File: src/rtl/serial_subtractor_if.sv
// Operand/result bundle for the bit-serial subtractor.
// Master issues start with operands; slave reports busy/done and the held result.
// No backpressure: start is only taken when the subtractor is idle.
interface serial_subtractor_if #(
    parameter int WIDTH = 8
);
    logic             start;
    logic [WIDTH-1:0] a;
    logic [WIDTH-1:0] b;
    logic             b_in;
    logic             busy;
    logic             done;
    logic [WIDTH-1:0] diff;
    logic             b_out;
    logic             ovf;

    modport master (
        output start, a, b, b_in,
        input  busy, done, diff, b_out, ovf
    );

    modport slave (
        input  start, a, b, b_in,
        output busy, done, diff, b_out, ovf
    );
endinterface

File: src/rtl/serial_subtractor.sv
// Bit-serial two's-complement subtractor: diff = a - b - b_in, LSB first, one bit per clock.
// Latency: done pulses WIDTH cycles after the accepting edge; next start accepted WIDTH+2 cycles later.
// Backpressure: none; start is sampled only in IDLE and dropped while busy or done.
module serial_subtractor #(
    parameter int WIDTH = 8
) (
    input  logic                clk,
    input  logic                rst_n,
    serial_subtractor_if.slave  bus
);
    localparam int CW = $clog2(WIDTH + 1);
    localparam logic [CW-1:0] LAST_BIT = CW'(WIDTH - 1);

    localparam logic [1:0] IDLE  = 2'd0;
    localparam logic [1:0] SHIFT = 2'd1;
    localparam logic [1:0] DONE  = 2'd2;

    logic [1:0]       state_q,  state_d;
    logic [WIDTH-1:0] a_sr_q,   a_sr_d;
    logic [WIDTH-1:0] b_sr_q,   b_sr_d;
    logic [WIDTH-1:0] res_sr_q, res_sr_d;
    logic             br_q,     br_d;
    logic [CW-1:0]    cnt_q,    cnt_d;
    logic             a_msb_q,  a_msb_d;
    logic             b_msb_q,  b_msb_d;
    logic [WIDTH-1:0] diff_q,   diff_d;
    logic             b_out_q,  b_out_d;
    logic             ovf_q,    ovf_d;

    logic             x, y, d_bit, br_nxt;
    logic [WIDTH-1:0] res_nxt;

    // Single full-subtractor cell fed from the operand shift registers
    assign x       = a_sr_q[0];
    assign y       = b_sr_q[0];
    assign d_bit   = x ^ y ^ br_q;
    assign br_nxt  = (~x & y) | (~(x ^ y) & br_q);
    assign res_nxt = {d_bit, res_sr_q[WIDTH-1:1]};

    always_comb begin
        state_d  = state_q;
        a_sr_d   = a_sr_q;
        b_sr_d   = b_sr_q;
        res_sr_d = res_sr_q;
        br_d     = br_q;
        cnt_d    = cnt_q;
        a_msb_d  = a_msb_q;
        b_msb_d  = b_msb_q;
        diff_d   = diff_q;
        b_out_d  = b_out_q;
        ovf_d    = ovf_q;

        case (state_q)
            IDLE: begin
                if (bus.start) begin
                    a_sr_d   = bus.a;
                    b_sr_d   = bus.b;
                    a_msb_d  = bus.a[WIDTH-1];
                    b_msb_d  = bus.b[WIDTH-1];
                    br_d     = bus.b_in;
                    res_sr_d = '0;
                    cnt_d    = '0;
                    state_d  = SHIFT;
                end
            end
            SHIFT: begin
                a_sr_d   = {1'b0, a_sr_q[WIDTH-1:1]};
                b_sr_d   = {1'b0, b_sr_q[WIDTH-1:1]};
                res_sr_d = res_nxt;
                br_d     = br_nxt;
                cnt_d    = cnt_q + CW'(1);
                if (cnt_q == LAST_BIT) begin
                    // Overflow judged from the captured operand signs, not live inputs
                    diff_d  = res_nxt;
                    b_out_d = br_nxt;
                    ovf_d   = (a_msb_q != b_msb_q) && (res_nxt[WIDTH-1] != a_msb_q);
                    state_d = DONE;
                end
            end
            DONE:    state_d = IDLE;
            default: state_d = IDLE;
        endcase
    end

    always_ff @(posedge clk or negedge rst_n) begin
        if (!rst_n) begin
            state_q  <= IDLE;
            a_sr_q   <= '0;
            b_sr_q   <= '0;
            res_sr_q <= '0;
            br_q     <= 1'b0;
            cnt_q    <= '0;
            a_msb_q  <= 1'b0;
            b_msb_q  <= 1'b0;
            diff_q   <= '0;
            b_out_q  <= 1'b0;
            ovf_q    <= 1'b0;
        end else begin
            state_q  <= state_d;
            a_sr_q   <= a_sr_d;
            b_sr_q   <= b_sr_d;
            res_sr_q <= res_sr_d;
            br_q     <= br_d;
            cnt_q    <= cnt_d;
            a_msb_q  <= a_msb_d;
            b_msb_q  <= b_msb_d;
            diff_q   <= diff_d;
            b_out_q  <= b_out_d;
            ovf_q    <= ovf_d;
        end
    end

    assign bus.busy  = (state_q == SHIFT);
    assign bus.done  = (state_q == DONE);
    assign bus.diff  = diff_q;
    assign bus.b_out = b_out_q;
    assign bus.ovf   = ovf_q;
endmodule

File: src/flat_wrapper.sv
// flat-port wrapper written by rule: the top's interface ports become plain ports
module serial_subtractor_flat 
#(
    parameter int WIDTH = 8
)
  (clk, rst_n, bus_start, bus_a, bus_b, bus_b_in, bus_busy, bus_done, bus_diff, bus_b_out, bus_ovf);
  serial_subtractor_if #(.WIDTH(WIDTH)) bus_i ();
  input  logic clk;
  input  logic rst_n;
  input wire logic [$bits(bus_i.start)-1:0] bus_start;
  input wire logic [$bits(bus_i.a)-1:0] bus_a;
  input wire logic [$bits(bus_i.b)-1:0] bus_b;
  input wire logic [$bits(bus_i.b_in)-1:0] bus_b_in;
  output wire logic [$bits(bus_i.busy)-1:0] bus_busy;
  output wire logic [$bits(bus_i.done)-1:0] bus_done;
  output wire logic [$bits(bus_i.diff)-1:0] bus_diff;
  output wire logic [$bits(bus_i.b_out)-1:0] bus_b_out;
  output wire logic [$bits(bus_i.ovf)-1:0] bus_ovf;
  assign bus_i.start = bus_start;
  assign bus_i.a = bus_a;
  assign bus_i.b = bus_b;
  assign bus_i.b_in = bus_b_in;
  assign bus_busy = bus_i.busy;
  assign bus_done = bus_i.done;
  assign bus_diff = bus_i.diff;
  assign bus_b_out = bus_i.b_out;
  assign bus_ovf = bus_i.ovf;
  serial_subtractor #(.WIDTH(WIDTH)) u_core (.clk(clk), .rst_n(rst_n), .bus(bus_i));
endmodule
File: config.mk
export PLATFORM = sky130hd
export DESIGN_NAME = serial_subtractor_flat
export DESIGN_NICKNAME = d
export VERILOG_FILES = /design/src/rtl/serial_subtractor_if.sv /design/src/rtl/serial_subtractor.sv /design/src/flat_wrapper.sv
export SDC_FILE = /design/constraint.sdc
export NUM_CORES = 1
export LEC_CHECK = 0
export ABC_AREA = 1
export ABC_CLOCK_PERIOD_IN_PS = 1400
export CORE_ASPECT_RATIO = 0.9
export CORE_MARGIN = 2
export CORE_UTILIZATION = 25
export CTS_CLUSTER_SIZE = 20
export DETAILED_ROUTE_END_ITERATION = 10
export PLACE_DENSITY = 0.48
export SLEW_MARGIN = 40
export SYNTH_ARGS = -nofsm -noshare
export SYNTH_HDL_FRONTEND = slang
export SYNTH_SLANG_ARGS = --single-unit
export TNS_END_PERCENT = 5
File: constraint.sdc
create_clock -name clk -period 1.4 [get_ports clk]
set_input_delay 0.35 -clock clk [delete_from_list [all_inputs] [get_ports clk]]
set_output_delay 0.35 -clock clk [all_outputs]
set_load 0.1 [all_outputs]
**Floorplan with the power grid**

Scale bar: 20 µm. Pins as bars on the die edge.
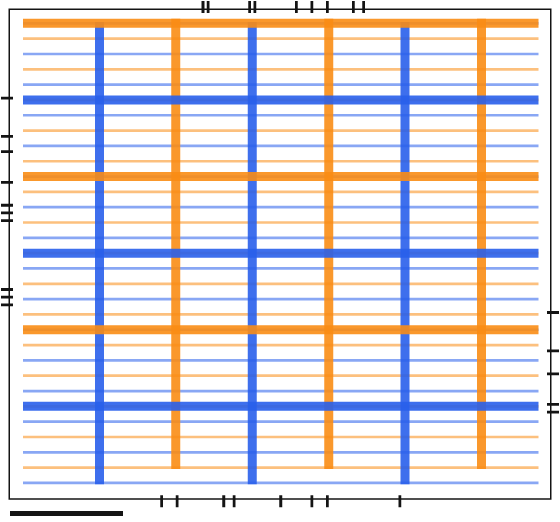
Key: orange = VDD; blue = VSS
6 straps on met5. The core has 30 rows. 32 signal pins sit on the boundary.
Max VDD drop: 0.001118 V
die span in y: 86.69 µm
core area: 0.007470 mm²
DIE WIDTH: 95.88 µm

**Cell classes on the final placement**

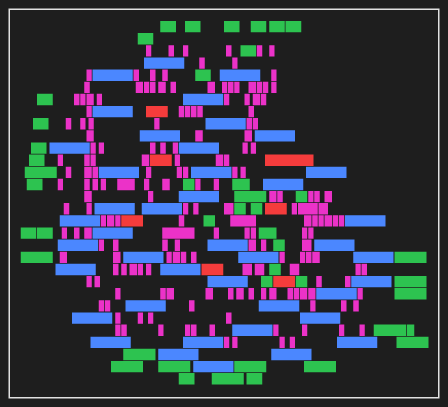
Key: magenta = all other logic [cells 185, share of their area 32%]; red = clock drivers and dummy loads [cells 7, share of their area 4.5%]; green = other buffers and delay cells [cells 44, share of their area 22%]; blue = flip-flops [cells 42, share of their area 42%]

**Clock wires, drivers and flops**

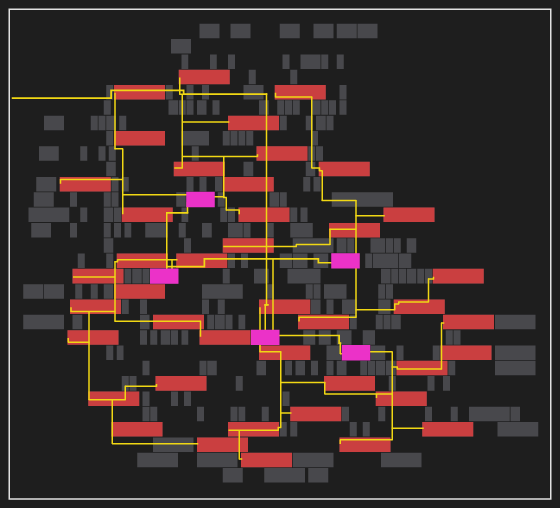
Key: yellow = clock wires [length 628 µm]; magenta = cells driving clock nets [count 5]; red = flip-flops [count 42]
There are 6 routed clock nets.

**Signal wires by layer**

Scale bar: 20 µm.
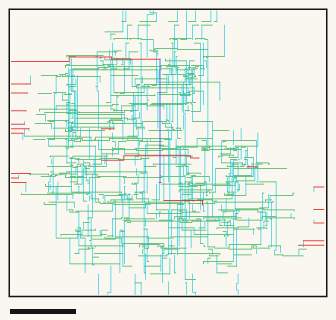
Key: red = met3 [wire length 161 µm]; green = met1 [wire length 2210 µm]; cyan = met2 [wire length 1910 µm]; blue = met4 [wire length 37.4 µm]

**Congestion heat map**

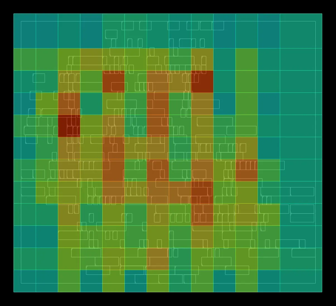
Core Util, Final: 35.26%
most used routing layer: met2
routing usage on met3: 2.870%
met1 global-route usage: 16.30%
routing usage on met2: 17.67%

==> results.toml <==
# implementation run metrics
[synth]
syn_avg_cell_area_um2 = 8.048
synth_cells = 236
fp_nets = 258
synth.most_common_cell = "nand2_1"
top_area_share_pct = 55.34
ys_warn_count = 0
ff_type = "dfrtp_1"
ys_cells = 236
synth_seq_share_pct = 55.34
largest_area_cell = "dfrtp_1"
yosys_area_mm2 = 0.001899
synth-edff-count = 0
synth.cell_area_mm2 = 0.001899
ys.flops = 42
ys_types = 17
synthTopCellsByCount = "nand2_1, dfrtp_1, nand3_1, inv_1, o21ai_0"
async_flop_share_pct = 100.0

[timing]
hold_viol = 0
setup_viol = 2
max_slew_margin_pct = 84.03
fin_setup_tns_ns = -0.1664
fin_skew_ns = 0.003337
worst_pin_slew_ns = 0.2395
final_max_slew_viol_count = 0
hold_slack_ns = 0.01842
rsz0062_at_grt = "true"
fin_ws_ns = -0.1094

[min_path]
min_path_type = "input port to async pin"

[worst_setup_path]
required_ns = 1.05
slowest_delay_ns = 0.43
r2r_start = "u_core.state_q[0]"
ff2ff_setup_slack_ns = 0.02
path_cells = "buf_12, nor2_4, buf_12"
crit_top_cell = "buf_12"
critPathKind = "register to output pin"
cp_top_family = "flip-flops"
worst_r2r_endpoint = "u_core.cnt_q[2]"
crit_path_max_fanout = 2
rr_worst_depth = 6
timing.critical_path.buf_inv = 2
worst_path_max_delay_cell = "dfrtp_1"
cp-start-kind = "register"
arrival_ns = 1.16

[power]
p_seq_share_pct = 31.6
p_switching_uw = 3136
power.density_mw_per_mm2 = 2582
p_leak_uw = 0.001344
clockPowerShare_pct = 14.6
combPwrFrac_pct = 53.8
p_sw_share_pct = 46.11

[cts]
clock_path_buffers = 2
cts_root_buf = "clkbuf_8"
cts_tree = "done"
clkLatencyLatePin_ns = 0.29
cts-buffers-inserted = 5
h-tree-depth = 2

[outcome]
status = "finished, violations left"
violations = "negative setup slack"

[placed_design]
dpl.cell_count = 364
io_buffer_count = 31
dp_hpwl_um = 2892
gp_congestion = 0.6903

[route]
wl_um = 4318
wl_per_cell_um = 11.55
drtIter0Drc = 99
num_vias = 1587
ant_nets = 0
dr.pass1.iters = 4
vias_per_cell = 4.243
drc_errors = 0

[global_routing]
grt_max_degree = 43
grt_pass1_vias = 1582
grt_use_total_pct = 11.79
antenna_found_initial = 0
overflow = 0
grt_pass1_wl_um = 7465

[job]
maxCapViolCount = 0
warnings = 29

[die]
io-pin-count = 32
initial_core_util_pct = 25.43
chipArea_mm2 = 0.008311
rows = 30

[final_layout]
drive_above_1_share_pct = 15.47
nets = 300
fillers = 780
layout.cells.non_filler = 374
antennaDiodeCount = 0
==> power groups by stage <==
stage / clock network (µW) / logic (µW) / registers [µW]
3_3_place_gp: 0 / 3570 / 2160
5_1_grt: 1070 / 4020 / 2210
4_1_cts: 1030 / 3700 / 2150
6_report: 994 / 3660 / 2150
3_5_place_dp: 0 / 3610 / 2160
2_1_floorplan: 0 / 1510 / 3020
==> cell families (layout without fill, tap and decap cells) <==
group | after synthesis | count (layout) | share of synthesized area, %
and+or+nand+nor | 156 | 156 | 32.41
DFF | 42 | 42 | 55.34
adders and majority gates | 2 | 2 | 1.713
buffers and inverters | 23 | 65 | 6.522
AOI/OAI and AO/OA | 13 | 13 | 4.018
==> layout make-up <==
| class | instances | area [µm²] | area share (%) |
|---|---|---|---|
| well taps | 96 | 120.1 | 4.561 |
| clock buffers | 6 | 82.58 | 3.135 |
| multi-input cells | 171 | 737.0 | 27.98 |
| inverters | 14 | 57.56 | 2.185 |
| repair buffers | 44 | 555.5 | 21.09 |
| clock inverters | 1 | 30.03 | 1.140 |
| flip-flops and latches | 42 | 1051 | 39.91 |
==> state kept, by name (all words and copies together), names as in the netlist <==
| register | cells |
|---|---|
| u_core.bus.b_out | 1 |
| u_core.a_msb_q | 1 |
| u_core.res_sr_q | 7 |
| u_core.a_sr_q | 8 |
| u_core.b_msb_q | 1 |
| u_core.bus.diff | 8 |
| u_core.b_sr_q | 8 |
| u_core.state_q | 2 |
| u_core.bus.ovf | 1 |
| u_core.cnt_q | 4 |
| u_core.br_q | 1 |
==> cells in the final DEF (no fill, tap or decap), types with 2 or more instances in the layout <==
cell type        Yosys  routed
nand2_1            129     128
dfrtp_1             42      42
nand3_1             20      20
clkdlybuf4s50_1      0      18
buf_12               0      14
o21ai_0             11      10
inv_1               11       9
buf_4                2       9
clkbuf_8             0       6
inv_2                2       3
nor2_1               5       3
nand2_2              1       2
inv_4                1       2
o21ai_1              1       2
buf_6                3       2
==> through the flow <==
step | setup WS [ns] | area (µm²) | total power [µW]
after floorplan | -0.06570 | 1912 | 4535
after global placement | -0.06426 | 2474 | 5724
after detailed placement | -0.09449 | 2474 | 5764
after CTS | -0.1308 | 2614 | 6872
after global routing | -0.1456 | 2634 | 7307
final | -0.1094 | 2634 | 6800
==> worst max-delay path by stage <==
stage / endpoint / cells past startpoint / slack (ns) / start
after floorplan: bus_done / 3 / -0.07 / u_core.state_q[0]
after global placement: u_core.a_sr_q[1] / 5 / -0.06 / bus_start
after detailed placement: u_core.a_sr_q[3] / 5 / -0.09 / bus_start
after CTS: bus_busy / 4 / -0.13 / u_core.state_q[1]
after global routing: bus_done / 4 / -0.15 / u_core.state_q[1]
final: bus_done / 3 / -0.11 / u_core.state_q[0]
==> layer usage <==
metal / vias to the layer above / part of all wire, % / GRT usage, %
met2: 24 / 44 / 17.67
met5: - / 0 / 0
met1: 751 / 51 / 16.30
met4: 0 / 0.86 / 4.805
met3: 2 / 3.7 / 2.870
li1: 810 / - / -
==> repair_timing <==
item                       in CTS  in global routing
hold buffers                    0                  0
gates resized                   5                  5
setup endpoints to repair       3                 41
pin swaps                       2                  3
setup buffers                   2                  1
Power is estimated from default activity; no workload was simulated.
